### Cell sizes after repair

Drawn at 3 px/um.
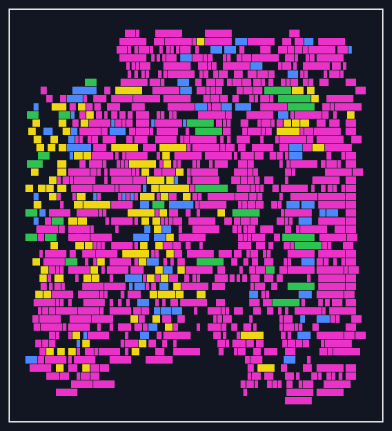
### Register map, names as in the netlist

Drawn at 3 px/um.
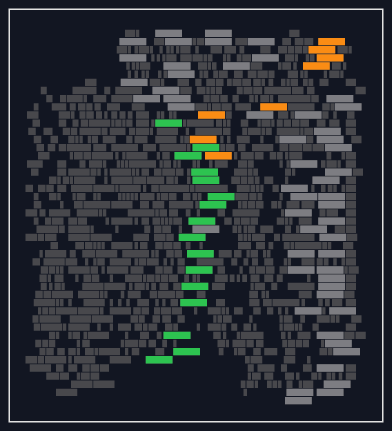
==> config.mk <==
export PLATFORM = sky130hd
export DESIGN_NAME = mac_accum_frame_flat
export DESIGN_NICKNAME = d
export VERILOG_FILES = /design/src/rtl/mac_accum_frame_if.sv /design/src/rtl/mac_accum_frame.sv /design/src/flat_wrapper.sv
export SDC_FILE = /design/constraint.sdc
export NUM_CORES = 1
export LEC_CHECK = 0
export CORE_AREA = 5 5 119 132
export CTS_CLUSTER_SIZE = 8
export DETAILED_ROUTE_END_ITERATION = 10
export DIE_AREA = 0 0 124 137
export MAX_ROUTING_LAYER = met4
export PLACE_DENSITY = 0.7
export SYNTH_ARGS = -nofsm -noshare
export SYNTH_HDL_FRONTEND = slang
export SYNTH_SLANG_ARGS = --single-unit
==> constraint.sdc <==
create_clock -name clk -period 4.16 [get_ports clk]
set_input_delay 0.624 -clock clk [delete_from_list [all_inputs] [get_ports clk]]
set_output_delay 0.624 -clock clk [all_outputs]
set_load 0.005 [all_outputs]
==> out/metrics.json <==
{
  "worst_setup_path": {
    "worst-setup-path-type": "in -> reg",
    "setup.worst_path.start_class": "primary input",
    "worstPathArrival_ns": 4.47,
    "reg2regPathDepth": 12,
    "cpLargestDelayFamily": "adder cells",
    "worstPathCellList": "buf_4, and2_4, fa_1, inv_1, fa_1, inv_2, fa_1, inv_2, fa_1, inv_2, ha_4, buf_4, buf_6, a2111oi_4, buf_4, nor3_4, nor3_2, xor2_1, o21ai_1",
    "timing.critical_path.mode_cell": "fa_1"
  },
  "finish": {
    "area_share_nonclk_buffers_pct": 13.1,
    "final.signal_inverter_count": 94,
    "biggestCellCategory": "combinational gates"
  },
  "yosys": {
    "count_of_library_flops_with_an_enable_pin": 0,
    "ys_types": 67,
    "area_fraction_in_and_or_nand_and_nor_cells_after_synthesis_pct": 20.0,
    "post_synth_xor_area_fraction_pct": 4.91,
    "synth.avg_cell_area_um2": 9.08
  },
  "final_timing": {
    "finalMaxSlewViolations": 0,
    "final_critical_path_setup_slack_ns": -0.106,
    "timing.hold.ws_ns": 0.491,
    "finalSetupViolCount": 5
  },
  "status": {
    "violations": "setup timing",
    "run_status": "finished with violations"
  },
  "route": {
    "routed_via_density": 5.21,
    "iteration_0_drc_count_of_the_detailed_router": 275,
    "number_of_detailed_route_iterations_in_the_first_pass": 5
  },
  "grt": {
    "grt_use_met1_pct": 26.3,
    "met2_usage_pct": 35.4,
    "grt_pass1_wl_um": 27600
  },
  "floorplanning": {
    "die.size.x_um": 124,
    "floorplan.die.height_um": 137
  },
  "power_and_ir_drop": {
    "power_group_with_the_highest_consumption": "combinational cells",
    "power_clock_mw": 0.898,
    "pwr_density_cell_mw_per_mm2": 526,
    "ir_drop_v": 0.000267
  },
  "clock_network": {
    "clockBufferDepth": 2,
    "tritoncts": "yes",
    "worst_setup_hold_path_clk_slew_ns": 0.06,
    "clk_sink_count": 77
  },
  "placement": {
    "post_dp_cell_area_mm2": 0.00825,
    "post-place-cells": 1065
  },
  "hold_path": {
    "hp-class": "reg -> reg"
  }
}
-- 'Cell sizes after repair' (at the start) --
legend:
  yellow:
    size: x3 and x4
    cells: 103
    share: 11%
  magenta:
    size: x1 and smaller
    cells: 700
    share: 78%
  blue:
    size: x2
    cells: 70
    share: 7.8%
  green:
    size: x6 and larger
    cells: 24
    share: 2.7%
Area growth syn-to-layout: 27.5%
non-clock buffer count in the final layout: 134

-- 'Register map, names as in the netlist' (at the start) --
legend:
  green:
    name_in_the_netlist: u_core.p_q
    flops: 16
  orange:
    name_in_the_netlist: u_core.cnt_q
    flops: 8
    where: upper right
not coloured: 53
final core utilization: 62.4%
register share of the cell area: 21.7%
Reg area: 0.00193 mm2
Flop+latch power: 1.01 mW

## cell families after synthesis
group / Yosys count
compound gates: 135
flops: 77
mux: 17
simple gates: 283
xor+xnor: 39
fa+ha+maj: 102
buf+inv: 113
## cell usage in the layout (no fill, tap or decap), types with 6 or more instances in the layout
cell type	count
nand2_1	90
o21a_1	6
a21o_1	10
xor2_1	19
a21oi_1	30
inv_2	14
clkbuf_16	9
nor3_1	7
o21ai_0	14
a31oi_1	6
mux2_2	12
ha_1	36
nand3_1	7
buf_4	73
ha_4	7
inv_1	79
clkdlybuf4s50_1	46
a211oi_1	7
xnor2_1	20
fa_1	53
buf_6	10
nor2_1	68
and3_1	6
and2_1	52
and2_4	10
nor2b_1	7
dfrtp_1	77
a211oi_2	9
Power is estimated from default activity; no workload was simulated.
